<file path="config.mk">
export PLATFORM = sky130hd
export DESIGN_NAME = mult_seq_core
export DESIGN_NICKNAME = d
export VERILOG_FILES = /design/src/rtl/mult_seq_core.sv
export SDC_FILE = /design/constraint.sdc
export NUM_CORES = 1
export LEC_CHECK = 0
export ABC_CLOCK_PERIOD_IN_PS = 2900
export CELL_PAD_IN_SITES_DETAIL_PLACEMENT = 0
export CELL_PAD_IN_SITES_GLOBAL_PLACEMENT = 1
export CORE_MARGIN = 4
export CORE_UTILIZATION = 42
export CTS_BUF_LIST = sky130_fd_sc_hd__clkbuf_8
export CTS_CLUSTER_DIAMETER = 50
export DETAILED_ROUTE_END_ITERATION = 10
export MAX_ROUTING_LAYER = met4
export PLACE_DENSITY_LB_ADDON = 0.05
export SLEW_MARGIN = 20
export SYNTH_ARGS = -nofsm -noshare
export SYNTH_HDL_FRONTEND = slang
export SYNTH_SLANG_ARGS = --single-unit
</file>
<file path="constraint.sdc">
create_clock -name clk -period 2.9 [get_ports clk]
set_input_delay 0.87 -clock clk [delete_from_list [all_inputs] [get_ports clk]]
set_output_delay 0.87 -clock clk [all_outputs]
set_load 0.05 [all_outputs]
</file>
<file path="src/rtl/mult_seq_core.sv">
// Sequential shift-add unsigned multiplier with a busy/done handshake.
// One partial product is accumulated per cycle; the finished product is
// held in a register and exposed one byte at a time for the 6502 read path.
module mult_seq_core #(
    parameter int WIDTH = 8
) (
    input  logic               clk,
    input  logic               rst,
    input  logic               start,
    input  logic [WIDTH-1:0]   op_a,
    input  logic [WIDTH-1:0]   op_b,
    output logic               busy,
    output logic               done,
    output logic               valid,
    output logic [2*WIDTH-1:0] product,
    input  logic               rd_sel,
    output logic [7:0]         rd_data
);

    localparam int PW    = 2 * WIDTH;
    localparam int CNT_W = $clog2(WIDTH);
    // Product zero-extended to at least 16 bits so the byte mux never
    // slices past the end of a narrow product.
    localparam int EXT_W = (PW > 16) ? PW : 16;
    localparam logic [CNT_W-1:0] CNT_LAST = CNT_W'(WIDTH - 1);
    localparam logic [CNT_W-1:0] CNT_ONE  = CNT_W'(1);

    typedef enum logic [0:0] {
        ST_IDLE = 1'b0,
        ST_RUN  = 1'b1
    } state_t;

    state_t            state_r,   state_s;
    logic [PW-1:0]     acc_r,     acc_s;
    logic [PW-1:0]     mcand_r,   mcand_s;
    logic [WIDTH-1:0]  mplier_r,  mplier_s;
    logic [CNT_W-1:0]  cnt_r,     cnt_s;
    logic [PW-1:0]     product_r, product_s;
    logic              busy_r,    busy_s;
    logic              done_r,    done_s;
    logic              valid_r,   valid_s;
    logic [PW-1:0]     sum_s;
    logic [EXT_W-1:0]  prod_ext_s;

    // State and datapath registers; reset discards any partial result.
    always_ff @(posedge clk) begin
        if (rst) begin
            state_r   <= ST_IDLE;
            acc_r     <= {PW{1'b0}};
            mcand_r   <= {PW{1'b0}};
            mplier_r  <= {WIDTH{1'b0}};
            cnt_r     <= {CNT_W{1'b0}};
            product_r <= {PW{1'b0}};
            busy_r    <= 1'b0;
            done_r    <= 1'b0;
            valid_r   <= 1'b0;
        end else begin
            state_r   <= state_s;
            acc_r     <= acc_s;
            mcand_r   <= mcand_s;
            mplier_r  <= mplier_s;
            cnt_r     <= cnt_s;
            product_r <= product_s;
            busy_r    <= busy_s;
            done_r    <= done_s;
            valid_r   <= valid_s;
        end
    end

    // Next-state logic: accept start in IDLE, one shift-add step per RUN cycle.
    always_comb begin
        state_s   = state_r;
        acc_s     = acc_r;
        mcand_s   = mcand_r;
        mplier_s  = mplier_r;
        cnt_s     = cnt_r;
        product_s = product_r;
        busy_s    = busy_r;
        done_s    = 1'b0;
        valid_s   = valid_r;
        sum_s     = acc_r + (mplier_r[0] ? mcand_r : {PW{1'b0}});
        case (state_r)
            ST_IDLE: begin
                if (start) begin
                    mcand_s  = {{WIDTH{1'b0}}, op_a};
                    mplier_s = op_b;
                    acc_s    = {PW{1'b0}};
                    cnt_s    = {CNT_W{1'b0}};
                    valid_s  = 1'b0;
                    busy_s   = 1'b1;
                    state_s  = ST_RUN;
                end else begin
                    busy_s   = 1'b0;
                end
            end
            ST_RUN: begin
                acc_s    = sum_s;
                mcand_s  = mcand_r << 1;
                mplier_s = mplier_r >> 1;
                if (cnt_r == CNT_LAST) begin
                    // Final iteration: publish the sum including this step.
                    product_s = sum_s;
                    done_s    = 1'b1;
                    valid_s   = 1'b1;
                    busy_s    = 1'b0;
                    cnt_s     = {CNT_W{1'b0}};
                    state_s   = ST_IDLE;
                end else begin
                    cnt_s     = cnt_r + CNT_ONE;
                end
            end
            default: begin
                busy_s  = 1'b0;
                state_s = ST_IDLE;
            end
        endcase
    end

    // Byte read mux for the CPU data bus: low byte or second byte.
    always_comb begin
        prod_ext_s = EXT_W'(product_r);
        if (rd_sel) begin
            rd_data = prod_ext_s[15:8];
        end else begin
            rd_data = prod_ext_s[7:0];
        end
    end

    assign busy    = busy_r;
    assign done    = done_r;
    assign valid   = valid_r;
    assign product = product_r;

endmodule

</file>
==> flow_metrics.tcl, run 1 <==
# flow metrics
set metrics [dict create \
    die_h_um 97.0 \
    numCtsBuffers 9 \
    core_um2 7730 \
    place_ws_ns 0.0128 \
    critPathSlowestCell "fa_1" \
    ys_warn_count 0 \
    floorplan.core_util_pct 43.0 \
    place_area_um2 3870 \
    synthAoiAreaFrac_pct 17.9 \
    ys_sh_mux_pct 7.83 \
    synthAdderAreaFrac_pct 7.00 \
    grt.overflow.total 0 \
    slowest_delay_ns 0.41 \
    use_met2_pct 26.8 \
    clockBufferDepth 2 \
    instances_no_fill 543 \
    async_flop_share_pct 0 \
    syn_area_per_cell_um2 8.44 \
    antenna_cells 0 \
    warnings 26 \
    synthDistinctLibCells 51 \
    path_buffers 0 \
    clock_skew_ns 0.0102 \
    gp_congestion 0.916 \
    postCtsSetupRepairBufs 0 \
    num_vias 2867 \
    first_pass_iters 4 \
    fin_area_um2 4130 \
    routed_wl_um 8120 \
    ir_drop_mv 0.227 \
    track_usage_pct 18.0 \
    netlist_logic_family_top "simple AND/OR/NAND/NOR gates" \
    use_met3_pct 3.53 \
    worstSetupStartpointType "flop" \
    grt_use_met1_pct 24.1 \
    std_cell_rows 32 \
    grt_max_degree 51 \
    path_delay_family "AND-OR/OR-AND gates" \
    drtIter0Drc 130 \
    ys_area_um2 3330 \
    status "completed" \
    mostFrequentLayoutCells "dfxtp_1 (63), nor2_1 (56), a21oi_1 (48)" \
    syn_nets 432 \
    ff_type "dfxtp_1" \
    critPathMaxFanout 4 \
    topCellsByArea "dfxtp_1 (38%), a21oi_1 (7.2%), ha_1 (6.4%), nor2_1 (6.3%), mux2i_1 (5.1%)" \
    final.setup.tns_ns 0 \
    layout-drive-gt1-share_pct 11.3 \
    ios 47 \
    worstSetupPathType "flop to flop" \
]
==> run 1: path summary, 6_finish.rpt <==
path,cells past startpoint,endpoint,start,slack (ns)
max reg2reg,9,product[10]$_SDFFE_PP0P_,mplier_r[0]$_SDFFE_PP0P_,0.28
min,1,busy$_SDFFE_PP0P_,busy$_SDFFE_PP0P_,0.47
max,9,product[10]$_SDFFE_PP0P_,mplier_r[0]$_SDFFE_PP0P_,0.28
min reg2reg,1,busy$_SDFFE_PP0P_,busy$_SDFFE_PP0P_,0.47
==> run 1: routing by layer <==
metal | routed length [µm] | share of wire (%)
met1 | 4040 | 50
met2 | 3610 | 44
met3 | 324 | 4.0
met4 | 144 | 1.8
met5 | 0 | 0
==> run 1: synth_stat cells (2+ instances only) <==
library cell,n
a211oi_1,3
a21o_1,8
a21oi_1,48
a22o_1,2
a31oi_1,5
and2_1,18
and3_1,20
buf_1,3
buf_2,3
buf_4,2
clkbuf_1,16
dfxtp_1,63
ha_1,17
inv_1,3
mux2_2,8
mux2i_1,17
nand2_1,36
nand3_1,4
nand4_1,3
nor2_1,56
nor3_1,6
nor4_1,2
o211ai_1,3
o21a_1,2
o21ai_0,5
o21ai_1,3
o21bai_1,2
o21bai_2,2
xnor2_1,8
xor2_1,5
==> run 1: report_power, final <==
part           internal [µW]  total [µW]  leakage [µW]  switching, µW
Combinational           68.3         161       0.00119           92.9
Clock                    593         947      0.000128            354
Sequential               884         898      0.000511           13.5
==> run 1: kinds of logic (layout without fill, tap and decap cells) <==
logic type	count (synthesis)	in the layout
and+or+nand+nor	156	156
buffers and inverters	27	74
adders and majority gates	18	18
AOI/OAI and AO/OA	92	92
xor gates and xnor gates	13	13
muxes	25	25
DFF	63	63
==> run 1: sequential cells by signal, summed over array words and instances, names as in the netlist <==
name / flops
acc_r: 16
mcand_r: 16
product: 16
state_r: 1
valid: 1
mplier_r: 8
busy: 1
cnt_r: 3
done: 1
==> run 1: worst register-to-register path, stage by stage, from the launching register on <==
cell	delay, ns
dfxtp_1	0.33
and2_1	0.16
ha_1	0.22
fa_1	0.41
a21o_1	0.19
a221oi_2	0.41
o21bai_2	0.17
a31oi_4	0.24
nor4_2	0.05
a311o_1	0.32
==> run 1: what timing repair did <==
action,CTS,global route
resized,1,5
hold buffers,0,0
pin swaps,0,0
endpoints found under the setup margin,1,8
==> run 1: stage by stage <==
step | power, µW | hold slack (ns)
final | 2010 | 0.465
after detailed placement | 1080 | 0.457
after global routing | 2090 | 0.485
after CTS | 2030 | 0.470
after global placement | 1080 | 0.445
after floorplan | 1020 | 0.432
==> run 1: cell type report <==
class	instances	area, µm²
clock buffer	10	138
clock inverter	6	108
fill	766	3590
inverter	3	11.3
multi-input combinational	304	1950
sequential	63	1260
tap	102	128
timing repair buffer	55	537
==> run_1/ff_map.png <==
Drawn at 3 px/µm. Other sequential cells in the stronger gray, the rest of the logic in the fainter gray.
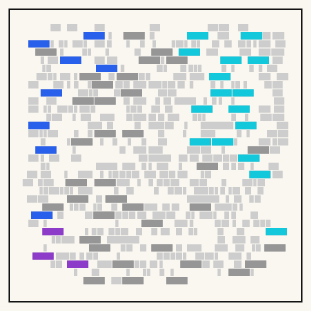
netlist name	color	placed flops
mplier_r	blue	8
cnt_r	purple	3
product	cyan	16

==> run_1/pinout.png <==
Drawn at 4 px/µm. Pins as bars across the die edge, other pins in gray.
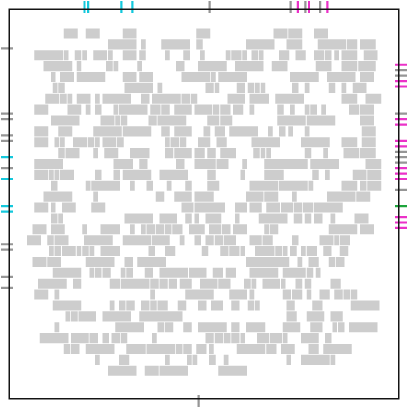
port	color	pins	direction	edge
op_b	cyan	8	input	4 top, 4 left
product	magenta	16	output	13 right, 3 top
done	green	1	output	right

==> run_1/congestion_map.png <==
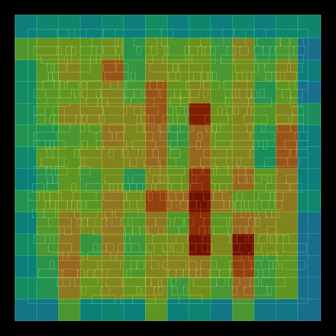
GRT busiest layer: met2
wire length per cell: 14.9 µm

==> run 2: changes to the inputs <==
--- a/config.mk
+++ b/config.mk
@@ -5,14 +5,15 @@
 export SDC_FILE = /design/constraint.sdc
 export NUM_CORES = 1
 export LEC_CHECK = 0
+export ABC_AREA = 1
 export ABC_CLOCK_PERIOD_IN_PS = 2900
 export CELL_PAD_IN_SITES_DETAIL_PLACEMENT = 0
 export CELL_PAD_IN_SITES_GLOBAL_PLACEMENT = 1
 export CORE_MARGIN = 4
-export CORE_UTILIZATION = 42
+export CORE_UTILIZATION = 40
 export CTS_BUF_LIST = sky130_fd_sc_hd__clkbuf_8
-export CTS_CLUSTER_DIAMETER = 50
 export DETAILED_ROUTE_END_ITERATION = 10
+export HOLD_SLACK_MARGIN = 0.1
 export MAX_ROUTING_LAYER = met4
 export PLACE_DENSITY_LB_ADDON = 0.05
 export SLEW_MARGIN = 20
==> run_2/gates.png <==
Drawn at 3 px/µm.
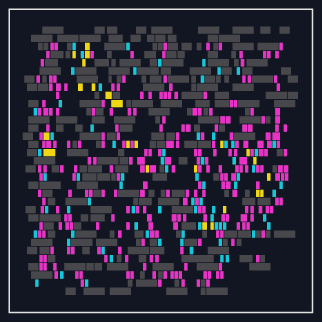
family	color	cells	most used
inv cells	cyan	73	inv_1
nand cells	magenta	248	nand2_1
nor cells	yellow	23	nor2_1

==> run_2/ff_map.png <==
Drawn at 3 px/µm. Other sequential cells in the stronger gray, the rest of the logic in the fainter gray.
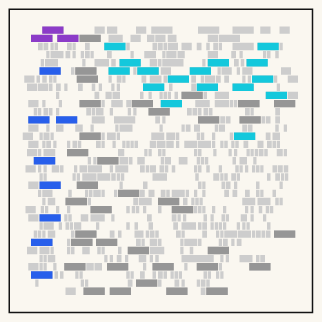
netlist name	color	placed flops
product	cyan	16
mplier_r	blue	8
cnt_r	purple	3

==> flow_metrics.tcl, run 2 <==
# flow metrics
set metrics [dict create \
    gp_congestion 0.836 \
    ys_warn_count 0 \
    first_pass_iters 4 \
    ys_area_um2 3430 \
    synthDistinctLibCells 29 \
    reg2regPathDepth 12 \
    num_vias 3217 \
    critPathSlowestCell "dlygate4sd2_1" \
    final.setup.tns_ns 0 \
    track_usage_pct 18.4 \
    ios 47 \
    instances_no_fill 674 \
    postCtsSetupRepairBufs 0 \
    routed_wl_um 8410 \
    status "completed" \
    p_sw_uw 436 \
    p_clk_share_pct 43.0 \
    antenna_cells 0 \
    worstSetupStartpointType "input pin" \
    syn_nets 559 \
    ff_type "dfxtp_1" \
    holdPathStages 2 \
    syn_area_per_cell_um2 6.58 \
    warnings 27 \
    top_cell "nand2_1" \
    floorplan.core_util_pct 41.5 \
    avgRoutedWirePerCell_um 12.5 \
    die_h_um 101 \
    numCtsBuffers 9 \
    slowest_delay_ns 0.30 \
    ir_drop_mv 0.194 \
    critPathMaxFanout 8 \
    clock_skew_ns 0.00842 \
    layout-drive-gt1-share_pct 7.03 \
]
==> run_2/closeup.png <==
Window x 38 to 63, y 18 to 43 µm. Cells in gray, sequential cells in the stronger gray; small squares are vias.
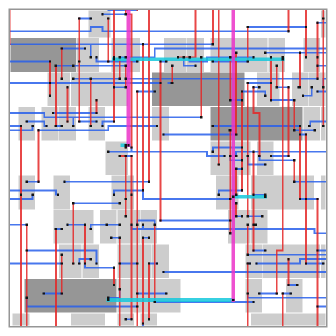
layer	color
M4	magenta
M1	blue
M2	red
M3	cyan
netlist names of flops here include	acc_r (4)
sequential cells in the window	4
cells with their middle in the window	47
most frequent	nand2_1 (13), inv_1 (10), nand3_1 (8)

==> run 2: logic make-up after synthesis <==
logic type / share of synthesized area (%)
buf+inv: 10.8
mux: 0.657
simple gates: 33.8
fa+ha+maj: 6.79
flops: 36.8
xor+xnor: 1.28
compound gates: 9.86
==> run 2: routing by layer <==
metal	share of wire (%)	routed length [µm]	global-route usage [%]
met5	0	0	-
met4	2.4	202	8.29
met2	47	3930	29.1
met1	47	3990	22.6
met3	3.4	286	3.74
==> run 2: final timing paths <==
| path | slack, ns | from | endpoint |
|---|---|---|---|
| hold / removal | 0.47 | mcand_r[15]$_SDFFE_PP0P_ | mcand_r[15]$_SDFFE_PP0P_ |
| hold reg to reg | 0.47 | mcand_r[15]$_SDFFE_PP0P_ | mcand_r[15]$_SDFFE_PP0P_ |
| setup / recovery | 0.26 | rd_sel | rd_data[6] |
| setup reg to reg | 0.67 | mplier_r[0]$_SDFFE_PP0P_ | acc_r[8]$_SDFFE_PP0P_ |
==> run 2: critical path, delay by kind of cell <==
family	cells	cell delay (ns)
buf+inv	3	0.65
compound gates	1	0.24
==> run 2: per-stage QoR <==
stage               util (%)  total power [µW]
floorplan                  -              1000
global placement        48.7              1050
detailed placement      48.7              1050
CTS                     51.1              1830
global route            51.1              1890
finish                  51.1              1810
==> run 2: repair_timing <==
| item | 4_1_cts | 5_1_grt |
|---|---|---|
| resized | 5 | 0 |
| hold buffers | 0 | 0 |
| setup endpoints to repair | 4 | 0 |
==> run 2: cell type report <==
cell class	count	area, µm²
Sequential cell	63	1260
Fill cell	874	4040
Inverter	73	274
Clock buffer	11	151
Timing Repair Buffer	52	559
Tap cell	105	131
Clock inverter	4	46.3
Multi-Input combinational cell	366	1790
==> run 2: power groups by stage <==
stage	clock network, µW	registers, µW	logic (µW)
final	777	901	128
after global routing	841	904	144
after CTS	800	901	130
after detailed placement	0	921	130
after global placement	0	920	130
after floorplan	0	914	86.5
==> run 3: changes to the inputs <==
--- a/config.mk
+++ b/config.mk
@@ -5,17 +5,17 @@
 export SDC_FILE = /design/constraint.sdc
 export NUM_CORES = 1
 export LEC_CHECK = 0
-export ABC_AREA = 1
 export ABC_CLOCK_PERIOD_IN_PS = 2900
 export CELL_PAD_IN_SITES_DETAIL_PLACEMENT = 0
 export CELL_PAD_IN_SITES_GLOBAL_PLACEMENT = 1
 export CORE_MARGIN = 4
-export CORE_UTILIZATION = 40
+export CORE_UTILIZATION = 42
 export CTS_BUF_LIST = sky130_fd_sc_hd__clkbuf_8
 export DETAILED_ROUTE_END_ITERATION = 10
 export HOLD_SLACK_MARGIN = 0.1
 export MAX_ROUTING_LAYER = met4
 export PLACE_DENSITY_LB_ADDON = 0.05
+export SKIP_CTS_REPAIR_TIMING = 1
 export SLEW_MARGIN = 20
 export SYNTH_ARGS = -nofsm -noshare
 export SYNTH_HDL_FRONTEND = slang
==> run_3/pinout.png <==
Drawn at 4 px/µm. Pins as bars across the die edge, other pins in gray.
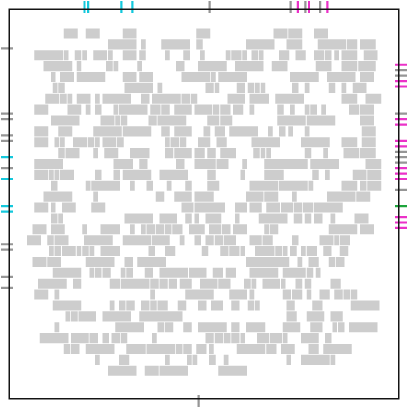
port	color	pins	direction	edge
done	green	1	output	right
product	magenta	16	output	13 right, 3 top
op_b	cyan	8	input	4 top, 4 left

==> run_3/closeup.png <==
Window x 36 to 61, y 17 to 42 µm. Cells in gray, sequential cells in the stronger gray; small squares are vias.
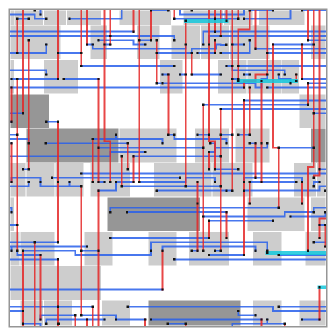
layer	color
M1	blue
M3	cyan
M2	red
sequential cells in the window	3
cells with their middle in the window	38
most frequent	and2_1 (8), ha_1 (4)
netlist names of flops here include	acc_r (2), mcand_r (1)

==> flow_metrics.tcl, run 3 <==
# flow metrics
set metrics [dict create \
    status "completed" \
    xor_share_pct 3.42 \
    worstSetupStartpointType "flop" \
    ff_type "dfxtp_1" \
    r2r_setup_slack_ns 0.28 \
    reg2regPathDepth 9 \
    numCtsBuffers 9 \
    syn_nets 432 \
    r2r-start "mplier_r[0]$_SDFFE_PP0P_" \
    synthAoiAreaFrac_pct 17.9 \
    clock_skew_ns 0.0102 \
    r2r-end "product[10]$_SDFFE_PP0P_" \
    ios 47 \
    top_cell "dfxtp_1" \
    worstHoldStart "busy$_SDFFE_PP0P_" \
    ys_warn_count 0 \
    gp_congestion 0.916 \
    floorplan.core_util_pct 43.0 \
    critPathMaxFanout 4 \
    holdPathStages 1 \
    netlist_logic_family_top "simple AND/OR/NAND/NOR gates" \
    ys_sh_mux_pct 7.83 \
    die_h_um 97.0 \
    finalPower_uw 2010 \
    layout-drive-gt1-share_pct 11.3 \
    routed_wl_um 8120 \
    num_vias 2867 \
    synthDistinctLibCells 51 \
    instances_no_fill 543 \
    avgRoutedWirePerCell_um 14.9 \
    antenna_cells 0 \
]
==> run_3/ff_map.png <==
Drawn at 3 px/µm. Other sequential cells in the stronger gray, the rest of the logic in the fainter gray.
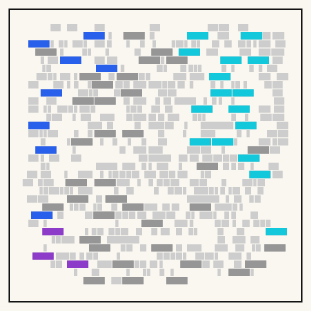
Reg area: 1260 µm²
Layout Utilization: 53.5%
Seq/total area: 30.5%

run 3: cell count changes after synthesis, moves of 16 or more:
cell / previous run / this run
nand3_1: 30 / 4
mux2i_1: 0 / 17
and2_1: 2 / 18
and3_1: 0 / 20
nand2_1: 210 / 36
nor2_1: 15 / 56
inv_1: 71 / 3
run 3: how the worst max path moves through the flow:
stage	startpoint	endpoint	slack [ns]	depth (start not counted)
5_1_grt	mplier_r[0]$_SDFFE_PP0P_	acc_r[14]$_SDFFE_PP0P_	0.09	9
3_3_place_gp	rd_sel	rd_data[0]	0.02	4
4_1_cts	rd_sel	rd_data[5]	-0.0002	4
3_5_place_dp	rd_sel	rd_data[5]	0.01	4
2_1_floorplan	mplier_r[0]$_SDFFE_PP0P_	product[10]$_SDFFE_PP0P_	0.29	10
6_report	mplier_r[0]$_SDFFE_PP0P_	product[10]$_SDFFE_PP0P_	0.28	9
run 3: stage by stage:
step / TNS, ns / util (%) / cell area [µm²]
after global placement: 0 / 50.0 / 3870
final: 0 / 53.5 / 4130
after CTS: -0.000215 / 53.2 / 4110
after global routing: 0 / 53.5 / 4130
after floorplan: 0 / - / 3330
after detailed placement: 0 / 50.0 / 3870
run 3: cell type report:
class / instances / area [µm²]
Timing Repair Buffer: 55 / 537
Multi-Input combinational cell: 304 / 1950
Fill cell: 766 / 3590
Tap cell: 102 / 128
Inverter: 3 / 11.3
Clock buffer: 10 / 138
Clock inverter: 6 / 108
Sequential cell: 63 / 1260
run 3: logic make-up (layout without fill, tap and decap cells):
family,count (synthesis),after routing
AND-OR/OR-AND,92,92
XOR/XNOR,13,13
adder cells (fa/ha/maj),18,18
buffers and inverters,27,74
flip-flops,63,63
multiplexers,25,25
AND/OR/NAND/NOR,156,156
run 3: power breakdown:
part	switching, µW	internal (µW)	total [µW]
clock network	354	593	947
registers	13.5	884	898
logic	92.9	68.3	161
total	460	1550	2010
run 3: worst max-delay path, cell delays in order, from the launching register on:
cell      delay [ns]
dfxtp_1         0.33
and2_1          0.16
ha_1            0.22
fa_1            0.41
a21o_1          0.19
a221oi_2        0.41
o21bai_2        0.17
a31oi_4         0.24
nor4_2          0.05
a311o_1         0.32
run 3: layer usage:
layer | track usage (%) | wire (µm)
met1 | 24.1 | 4040
met2 | 26.8 | 3610
met3 | 3.53 | 324
met4 | 7.02 | 144
met5 | - | 0
Power and IR drop assume default switching activity.
